`src/rtl/demux1x2_fifo_pkg.sv`:
```
// Shared constants for the demux1x2_fifo steering block and its channel FIFOs.
package demux1x2_fifo_pkg;

    localparam logic [1:0] ES_A     = 2'b00;
    localparam logic [1:0] ES_B     = 2'b01;
    localparam logic [1:0] ES_DROP0 = 2'b10;
    localparam logic [1:0] ES_DROP1 = 2'b11;

    localparam int unsigned W_DEFAULT     = 4;
    localparam int unsigned DEPTH_DEFAULT = 4;
    localparam int unsigned CW_DEFAULT    = 8;

    typedef enum logic [1:0] {
        RouteA,
        RouteB,
        RouteDrop
    } route_e;

    function automatic route_e decode_route(input logic [1:0] es);
        route_e r;
        unique case (es)
            ES_A:     r = RouteA;
            ES_B:     r = RouteB;
            default:  r = RouteDrop;
        endcase
        return r;
    endfunction

endpackage

```
`src/rtl/sync_fifo_fwft.sv`:
```
// First-word-fall-through FIFO: dout always shows the head entry, valid when !empty.
module sync_fifo_fwft #(
    parameter int unsigned W     = 4,
    parameter int unsigned DEPTH = 4
) (
    input  logic         Clock,
    input  logic         Reset_b,
    input  logic         push,
    input  logic [W-1:0] din,
    input  logic         pop,
    output logic [W-1:0] dout,
    output logic         empty,
    output logic         full
);

    localparam int unsigned PW = (DEPTH > 1) ? $clog2(DEPTH) : 1;
    localparam int unsigned CNTW = $clog2(DEPTH + 1);
    localparam logic [CNTW-1:0] FULL_CNT = CNTW'(DEPTH);

    logic [W-1:0]    mem_q [DEPTH];
    logic [PW-1:0]   wr_ptr_q, wr_ptr_d;
    logic [PW-1:0]   rd_ptr_q, rd_ptr_d;
    logic [CNTW-1:0] count_q, count_d;
    logic            do_push, do_pop;

    assign empty = (count_q == '0);
    assign full  = (count_q == FULL_CNT);

    // Guard both sides internally so a misbehaving caller cannot corrupt the state.
    assign do_push = push && !full;
    assign do_pop  = pop && !empty;

    assign dout = mem_q[rd_ptr_q];

    always_comb begin
        wr_ptr_d = wr_ptr_q;
        rd_ptr_d = rd_ptr_q;
        count_d  = count_q;
        if (do_push) begin
            wr_ptr_d = wr_ptr_q + PW'(1);
        end
        if (do_pop) begin
            rd_ptr_d = rd_ptr_q + PW'(1);
        end
        unique case ({do_push, do_pop})
            2'b10:   count_d = count_q + CNTW'(1);
            2'b01:   count_d = count_q - CNTW'(1);
            default: count_d = count_q;
        endcase
    end

    always_ff @(posedge Clock or negedge Reset_b) begin
        if (!Reset_b) begin
            wr_ptr_q <= '0;
            rd_ptr_q <= '0;
            count_q  <= '0;
        end else begin
            wr_ptr_q <= wr_ptr_d;
            rd_ptr_q <= rd_ptr_d;
            count_q  <= count_d;
        end
    end

    // Storage is cleared on reset so the head output reads zero afterwards.
    always_ff @(posedge Clock or negedge Reset_b) begin
        if (!Reset_b) begin
            for (int i = 0; i < int'(DEPTH); i++) begin
                mem_q[i] <= '0;
            end
        end else if (do_push) begin
            mem_q[wr_ptr_q] <= din;
        end
    end

endmodule

```
`src/rtl/demux1x2_fifo.sv`:
```
// Steers a word stream into channel FIFO A or B by ES code, dropping and counting 1x codes.
module demux1x2_fifo
    import demux1x2_fifo_pkg::*;
#(
    parameter int unsigned W     = W_DEFAULT,
    parameter int unsigned DEPTH = DEPTH_DEFAULT,
    parameter int unsigned CW    = CW_DEFAULT
) (
    input  logic          Clock,
    input  logic          Reset_b,
    input  logic [W-1:0]  D,
    input  logic [1:0]    ES,
    input  logic          D_valid,
    output logic          D_ready,
    output logic [W-1:0]  A,
    output logic          A_valid,
    input  logic          A_ready,
    output logic [W-1:0]  B,
    output logic          B_valid,
    input  logic          B_ready,
    output logic [CW-1:0] DROP_CNT
);

    route_e        route;
    logic          accept;
    logic          push_a, push_b, drop;
    logic          empty_a, empty_b, full_a, full_b;
    logic [CW-1:0] drop_cnt_q, drop_cnt_d;

    assign route = decode_route(ES);

    // Ready depends only on ES and the addressed FIFO, never on D_valid.
    always_comb begin
        D_ready = 1'b1;
        unique case (route)
            RouteA:  D_ready = !full_a;
            RouteB:  D_ready = !full_b;
            default: D_ready = 1'b1;
        endcase
    end

    assign accept = D_valid && D_ready;
    assign push_a = accept && (route == RouteA);
    assign push_b = accept && (route == RouteB);
    assign drop   = accept && (route == RouteDrop);

    assign A_valid = !empty_a;
    assign B_valid = !empty_b;

    sync_fifo_fwft #(
        .W     (W),
        .DEPTH (DEPTH)
    ) u_fifo_a (
        .Clock   (Clock),
        .Reset_b (Reset_b),
        .push    (push_a),
        .din     (D),
        .pop     (A_ready),
        .dout    (A),
        .empty   (empty_a),
        .full    (full_a)
    );

    sync_fifo_fwft #(
        .W     (W),
        .DEPTH (DEPTH)
    ) u_fifo_b (
        .Clock   (Clock),
        .Reset_b (Reset_b),
        .push    (push_b),
        .din     (D),
        .pop     (B_ready),
        .dout    (B),
        .empty   (empty_b),
        .full    (full_b)
    );

    // Wraps modulo 2^CW.
    always_comb begin
        drop_cnt_d = drop_cnt_q;
        if (drop) begin
            drop_cnt_d = drop_cnt_q + CW'(1);
        end
    end

    always_ff @(posedge Clock or negedge Reset_b) begin
        if (!Reset_b) begin
            drop_cnt_q <= '0;
        end else begin
            drop_cnt_q <= drop_cnt_d;
        end
    end

    assign DROP_CNT = drop_cnt_q;

endmodule
```
`config.mk`:
```
export PLATFORM = sky130hd
export DESIGN_NAME = demux1x2_fifo
export DESIGN_NICKNAME = d
export VERILOG_FILES = /design/src/rtl/demux1x2_fifo_pkg.sv /design/src/rtl/sync_fifo_fwft.sv /design/src/rtl/demux1x2_fifo.sv
export SDC_FILE = /design/constraint.sdc
export NUM_CORES = 1
export LEC_CHECK = 0
export CAP_MARGIN = 20
export CELL_PAD_IN_SITES_DETAIL_PLACEMENT = 0
export CELL_PAD_IN_SITES_GLOBAL_PLACEMENT = 2
export CORE_MARGIN = 8
export CORE_UTILIZATION = 44
export CTS_BUF_LIST = sky130_fd_sc_hd__clkbuf_2 sky130_fd_sc_hd__clkbuf_4 sky130_fd_sc_hd__clkbuf_8
export DETAILED_ROUTE_END_ITERATION = 8
export HOLD_SLACK_MARGIN = 0.12
export PLACE_DENSITY = 0.91
export SYNTH_ARGS = -nofsm -noshare
export SYNTH_HDL_FRONTEND = slang
export SYNTH_HIERARCHICAL = 1
export SYNTH_SLANG_ARGS = --single-unit
```
`constraint.sdc`:
```
create_clock -name Clock -period 5.65 [get_ports Clock]
set_input_delay 0.565 -clock Clock [delete_from_list [all_inputs] [get_ports Clock]]
set_output_delay 0.565 -clock Clock [all_outputs]
set_load 0.01 [all_outputs]
```
==> results.json, run 1 <==
{
  "outcome": "completed",
  "seq_power_share_pct": 42.4,
  "cts_setup_buffers": 0,
  "core_um2": 5820,
  "grt_max_degree": 55,
  "synth_top_cell_by_area": "dfrtp_1",
  "ctsResizeCount": 0,
  "top_cell": "dfrtp_1",
  "ctsHoldBuffers": 0,
  "die_area_um2": 8650,
  "detail-route-antenna-nets": 0,
  "gr-total-overflow": 0,
  "netlist.area_leader.share_pct": 51.8,
  "final-setup-viol-count": 0,
  "fp_nets": 212,
  "maxSlewHeadroom_pct": 38.7,
  "ys_seq_share_pct": 51.8,
  "nets": 247,
  "synthArstFlopShare_pct": 100,
  "min_path_type": "in2async",
  "r2r_end": "u_fifo_a/count_q[2]",
  "pre_cts_slack_ns": 2.63,
  "use_met2_pct": 16.4,
  "worstSetupStartpoint": "ES[1]",
  "crit_arrival_ns": 2.94,
  "critPathLaunchType": "primary input",
  "max_stage_delay_ns": 0.82,
  "syn_to_final_growth_pct": 19.9,
  "ys_types": 24,
  "ys_area_um2": 2610,
  "p_int_w": 0.00119,
  "synthesis.area_um2": 2610,
  "ys_top_cells_by_count": "dfrtp_1, mux2_2, nand2_1",
  "ir_drop_mv": 0.236,
  "crit_path_end_kind": "flip-flop",
  "first_global_vias": 1574,
  "port_buffers": 29,
  "synth_area_per_cell_um2": 13.9,
  "ys_cells": 188,
  "grt_first_pass_wirelength_mm": 7.86,
  "io_pins": 30,
  "power.switching_w": 0.000540,
  "r2r_cells": 9,
  "vias": 1514,
  "rows": 28,
  "warning_count": 32,
  "vias_per_cell": 5.06,
  "core_util_floorplan_pct": 44.8,
  "leakage_nw": 1.39,
  "drt_iter0_drc": 66,
  "drc_errors": 0,
  "maxCapViolCount": 0,
  "place_hpwl_mm": 3.26,
  "flop_cell": "dfrtp_1",
  "netSwitchingFraction_pct": 31.3,
  "wl_mm": 4.64,
  "use_met1_pct": 16.0,
  "cts_buffers": 5,
  "antenna_found_initial": 0,
  "clock_latency_ns": 0.31,
  "power_w": 0.00173,
  "top_usage_layer": "met2",
  "synth_flops": 54,
  "finalSetupTns_ns": 0,
  "fillers": 523,
  "max_slew.worst_pin.slew_ns": 0.907,
  "cellPowerDensity_nw_per_um2": 552,
  "antenna_cells": 0,
  "crit_chain": "clkdlybuf4s50_1 > nor4b_1 > nand2b_2 > ha_1 > inv_1 > fa_1 > xor2_1 > nor2_1 > xor2_1",
  "r2r_start": "u_fifo_a/count_q[2]"
}
[run 1: cell families after synthesis]
logic type,count (synthesis),share of synthesized area (%)
flops,54,51.8
mux,46,23.2
compound gates,2,0.672
buf+inv,14,2.11
simple gates,40,9.02
fa+ha+maj,13,6.81
xor+xnor,19,6.38
[run 1: worst max-delay path, delay by kind of cell]
family | cells | cell delay (ns)
fa+ha+maj | 2 | 0.43
simple gates | 3 | 1.06
buf+inv | 2 | 0.57
xor+xnor | 2 | 0.30
[run 1: stage by stage]
stage               cell area (µm²)  std cells
floorplan                      2610        188
global placement               2980        291
detailed placement             2980        291
CTS                            3130        299
global route                   3130        299
finish                         3130        299
[run 1: area by class of cell]
type | instances | area, µm² | share of cell area, %
inverters | 12 | 45.0 | 1.44
flip-flops and latches | 54 | 1350 | 43.2
well taps | 75 | 93.8 | 3.00
clock inverters | 2 | 60.1 | 1.92
multi-input cells | 120 | 1200 | 38.4
repair buffers | 30 | 293 | 9.36
clock buffers | 6 | 82.6 | 2.64
[run 1: per-layer routing]
| metal | share of wire [%] | up-vias |
|---|---|---|
| met5 | 0 | - |
| met4 | 1.7 | 0 |
| met3 | 4.9 | 5 |
| met2 | 44 | 25 |
| met1 | 49 | 769 |
| li1 | - | 715 |
[run 1: power by group through the flow]
stage | Combinational [W] | Sequential, W | Clock, W
floorplan | 0.000464 | 0.000690 | 0
global placement | 0.000670 | 0.000738 | 0
detailed placement | 0.000686 | 0.000741 | 0
CTS | 0.000690 | 0.000736 | 0.000328
global route | 0.000743 | 0.000765 | 0.000339
finish | 0.000676 | 0.000732 | 0.000317
[run 1: how the worst min path moves through the flow]
stage	from	to	slack, ns	cells past startpoint
3_5_place_dp	DROP_CNT[7]	DROP_CNT[7]	0.49	1
4_1_cts	Reset_b	DROP_CNT[3]	0.39	2
5_1_grt	Reset_b	DROP_CNT[2]	0.42	2
3_3_place_gp	DROP_CNT[7]	DROP_CNT[7]	0.46	1
2_1_floorplan	Reset_b	DROP_CNT[0]	0.27	0
6_report	Reset_b	DROP_CNT[2]	0.35	2
[run 1: placed cells by master (no fill, tap or decap), drive strengths merged, types with 3 or more instances in the layout]
| cell | Yosys | layout |
|---|---|---|
| inv | 12 | 12 |
| nor3 | 3 | 3 |
| clkbuf | 0 | 6 |
| nand2 | 15 | 15 |
| mux2i | 3 | 3 |
| clkdlybuf4s50 | 0 | 28 |
| mux4 | 8 | 8 |
| dfrtp | 54 | 54 |
| mux2 | 35 | 35 |
| ha | 11 | 11 |
| xnor2 | 11 | 11 |
| nor2 | 11 | 11 |
| xor2 | 8 | 8 |
[run 1: sequential cells by signal (all words and copies together) (netlist names)]
name               flops
DROP_CNT               8
u_fifo_b/count_q       3
u_fifo_b/rd_ptr_q      2
u_fifo_a/count_q       3
u_fifo_a/rd_ptr_q      2
u_fifo_a/mem_q        16
u_fifo_b/wr_ptr_q      2
u_fifo_a/wr_ptr_q      2
u_fifo_b/mem_q        16
run_1/logic_types.png
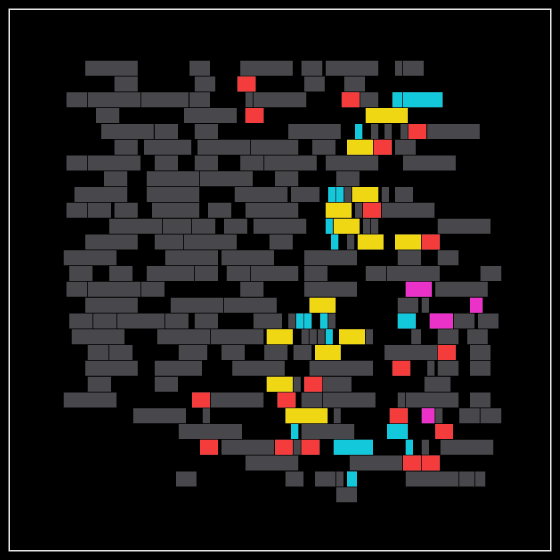
cyan -> nor cells  # cells 17
red -> xor and xnor cells  # cells 19
yellow -> fa/ha/maj cells  # cells 13
magenta -> and/or cells  # cells 4, where right middle
Final Non-Filler Cells: 299
logic share of the area: 38.4%
Top cell excl fill/tap: dfrtp_1

run_1/layer_met2.png
Bar = 20 µm.
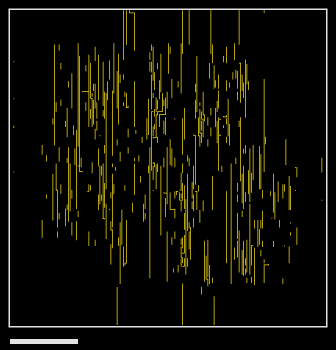
main direction = vertical
wire length on this layer = 2050 µm

run_1/flops_by_reg.png
Bar = 20 µm. Other sequential cells in the stronger grey, the rest of the logic in the fainter grey.
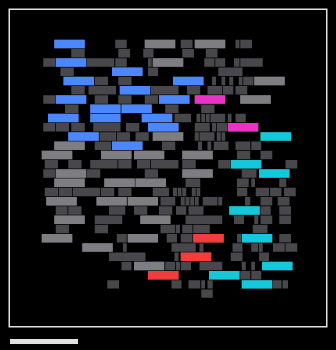
magenta -> u_fifo_b/wr_ptr_q  # flops 2
blue -> u_fifo_b/mem_q  # flops 16
red -> u_fifo_a/count_q  # flops 3
cyan -> DROP_CNT  # flops 8
Seq. cell area: 1350 µm²
fin util: 53.8%

--- run 2 (diff from run 1) ---
CORE_UTILIZATION = 37   (was 44)
PLACE_DENSITY = 0.82   (was 0.91)
clock period = 2.25 ns   (was 5.65 ns; I/O delays follow)
run_2/layer_met3.png
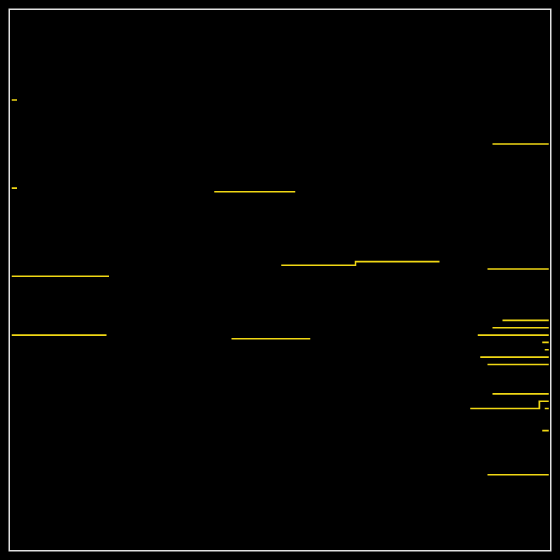
longest straight run = 17.7 µm
nets with wire on the layer = 20
main direction = horizontal
wire length on this layer = 210 µm
share of all routed wire = 4.3%

run_2/logic_types.png
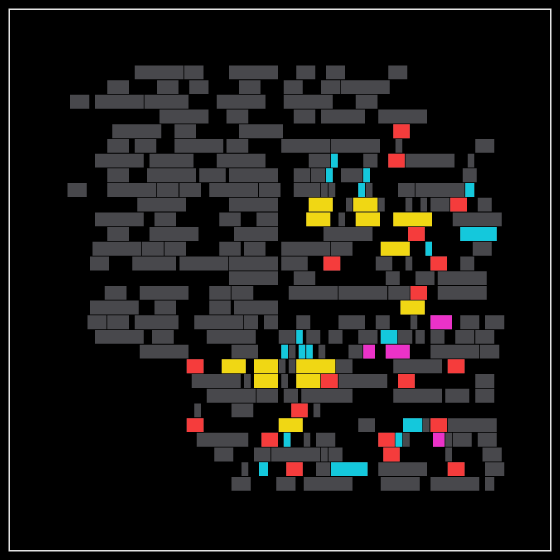
cyan -> nor cells  # cells 17
magenta -> and/or cells  # cells 4
red -> xor and xnor cells  # cells 19
yellow -> fa/ha/maj cells  # cells 13, where middle
Final Non-Filler Cells: 339
logic share of the area: 36.8%

==> run 2 against run 1 <==
- clock skew up 0.0016 ns
- synthesized cell count unchanged
- synthesized area stayed put
- highest routed layer is now met3
==> results.json, run 2 <==
{
  "period_needed_ns": 2.15,
  "top_usage_layer": "met2",
  "gr-total-overflow": 0,
  "vias": 1569,
  "grt_usage_pct": 10.4,
  "wl_per_cell_um": 14.5,
  "power.switching_w": 0.00141,
  "synth_flops": 54,
  "synth_top_cell_by_area": "dfrtp_1",
  "min_path_type": "in2async",
  "dpl_cell_area_um2": 3140,
  "ys_top_cells_by_count": "dfrtp_1, mux2_2, nand2_1",
  "logic_area_um2": 1200,
  "first_global_vias": 1654,
  "grt_first_pass_wirelength_mm": 8.21,
  "netlist_instances": 188,
  "flop_cell": "dfrtp_1",
  "detail-route-antenna-nets": 0,
  "final_layout_top_logic_cells": "dfrtp_1, mux2_2, clkdlybuf4s50_1, buf_4, nand2_1",
  "use_met2_pct": 16.6,
  "crit_fanout": 6,
  "cellPowerDensity_nw_per_um2": 1300,
  "clk_pin_slew_worst_paths_ns": 0.11,
  "timing.final.hold_violations": 0,
  "maxSlewHeadroom_pct": 62.6,
  "ys_types": 24,
  "dieWidth_um": 100,
  "layout-drive-gt1-share_pct": 34.2,
  "die_area_um2": 9990,
  "crit_path_end_kind": "output port",
  "leakage_nw": 1.46,
  "core_um2": 6790,
  "drt_iter0_drc": 31,
  "place_hpwl_mm": 3.67,
  "use_met1_pct": 13.3,
  "outcome": "completed",
  "cts_sinks": 54,
  "cts_root_buf": "clkbuf_8",
  "wl_mm": 4.93,
  "warning_count": 32,
  "dr.pass1.iters": 4,
  "clock_power_share_pct": 13.6,
  "cts_tree": "built",
  "ys_seq_share_pct": 51.8,
  "max_slew.worst_pin.slew_ns": 0.561,
  "antenna_found_initial": 0,
  "crit_arrival_ns": 1.93,
  "finalCritPeriodShare_pct": 95.6,
  "clock_latency_ns": 0.31,
  "routabilityCongestion": 0.734,
  "synth-edff-count": 0,
  "htree_levels": 2,
  "area_leaders": "dfrtp_1, mux2_2, mux4_2",
  "finalSetupTns_ns": 0,
  "die_h_um": 100,
  "critPathLaunchType": "flip-flop",
  "syn_to_final_growth_pct": 25.4,
  "final_max_slew_viol_count": 0,
  "rsz0062_at_grt": "no",
  "final_common_cell": "dfrtp_1",
  "gr-usage-met3_pct": 2.77,
  "nets": 266,
  "p_int_w": 0.00283,
  "ys_cells": 188,
  "top_cell": "dfrtp_1",
  "synthesis.area_um2": 2610,
  "p_comb_share_pct": 43.8,
  "required_ns": 2.03,
  "synth_area_per_cell_um2": 13.9,
  "ys_area_um2": 2610,
  "max_freq_mhz": 465,
  "seq_power_share_pct": 42.6,
  "ir_drop_mv": 0.494,
  "power_w": 0.00424,
  "fin_area_um2": 3270,
  "fp_nets": 212,
  "antenna_cells": 0,
  "netlist.area_leader.share_pct": 51.8,
  "core_util_floorplan_pct": 38.4,
  "seq_area_um2": 1350,
  "rows": 30,
  "final-setup-viol-count": 0,
  "maxCapViolCount": 0,
  "vias_per_cell": 4.63,
  "netSwitchingFraction_pct": 33.2,
  "cts_buffers": 5,
  "placed_cells": 328,
  "fillers": 630,
  "clockBufferDepth": 2,
  "drc_errors": 0,
  "port_buffers": 29,
  "grt_max_degree": 33,
  "io_pins": 30,
  "ys_warn_count": 6,
  "skew_ns": 0.0150,
  "synthArstFlopShare_pct": 100,
  "crit_type": "reg2out"
}
run 2: cell counts after synthesis:
No cell type changed its count.
run 2: final cells by class:
class,instances,share of cell area [%]
clock buffer,5,2.10
multi-input combinational,120,36.8
tap,96,3.67
clock inverter,3,0.880
sequential,54,41.4
timing repair buffer,49,13.7
inverter,12,1.38
run 2: what timing repair did:
action | in CTS | in global routing
hold endpoints to repair | 22 | 0
setup endpoints to repair | 1 | 4
hold buffers | 1 | 0
setup buffers | 1 | 1
pin swaps | 0 | 1
resized | 2 | 2
run 2: kinds of logic after synthesis:
group                    count (synthesis)  synth area share [%]
AND-OR/OR-AND                            2                 0.672
XOR/XNOR                                19                  6.38
adder cells (fa/ha/maj)                 13                  6.81
buffers and inverters                   14                  2.11
flip-flops                              54                  51.8
multiplexers                            46                  23.2
AND/OR/NAND/NOR                         40                  9.02
run 2: metrics by stage:
stage | hold WS (ns) | setup WS [ns] | utilization [%]
2_1_floorplan | -0.0706 | 0.0297 | -
3_3_place_gp | 0.246 | 0.0491 | 46.3
3_5_place_dp | 0.249 | -0.0153 | 46.3
4_1_cts | 0.436 | 0.0364 | 48.0
5_1_grt | 0.491 | 0.00873 | 48.1
6_report | 0.425 | 0.0985 | 48.1
run 2: final timing paths:
check / from / endpoint / slack, ns / cells past startpoint
max in group asynchronous: Reset_b / u_fifo_a/rd_ptr_q[0] / 1.24 / 3
worst max register to register: u_fifo_b/count_q[0] / u_fifo_b/count_q[2] / 0.13 / 9
worst min-delay path: Reset_b / DROP_CNT[3] / 0.43 / 2
min in group Clock: DROP_CNT[7] / DROP_CNT[7] / 0.48 / 1
worst min register to register: DROP_CNT[7] / DROP_CNT[7] / 0.48 / 1
worst max-delay path: u_fifo_b/rd_ptr_q[0] / B[1] / 0.1 / 2
run 2: worst max-delay path, cell delays in order, from the launching register on:
cell	delay, ns
dfrtp_1	0.57
mux4_2	0.55
clkdlybuf4s50_1	0.50
run 2: power groups by stage:
stage / Combinational (W) / Sequential, W / Clock [W]
3_3_place_gp: 0.00182 / 0.00183 / 0
6_report: 0.00186 / 0.00180 / 0.000577
5_1_grt: 0.00204 / 0.00188 / 0.000640
2_1_floorplan: 0.00116 / 0.00173 / 0
3_5_place_dp: 0.00186 / 0.00184 / 0
4_1_cts: 0.00188 / 0.00182 / 0.000606
run 2: per-layer routing:
layer	wire, µm	up-vias
met2	2280	24
met4	0	0
met1	2440	792
li1	-	753
met5	0	-
met3	209	0
Power is estimated from default activity; no workload was simulated.
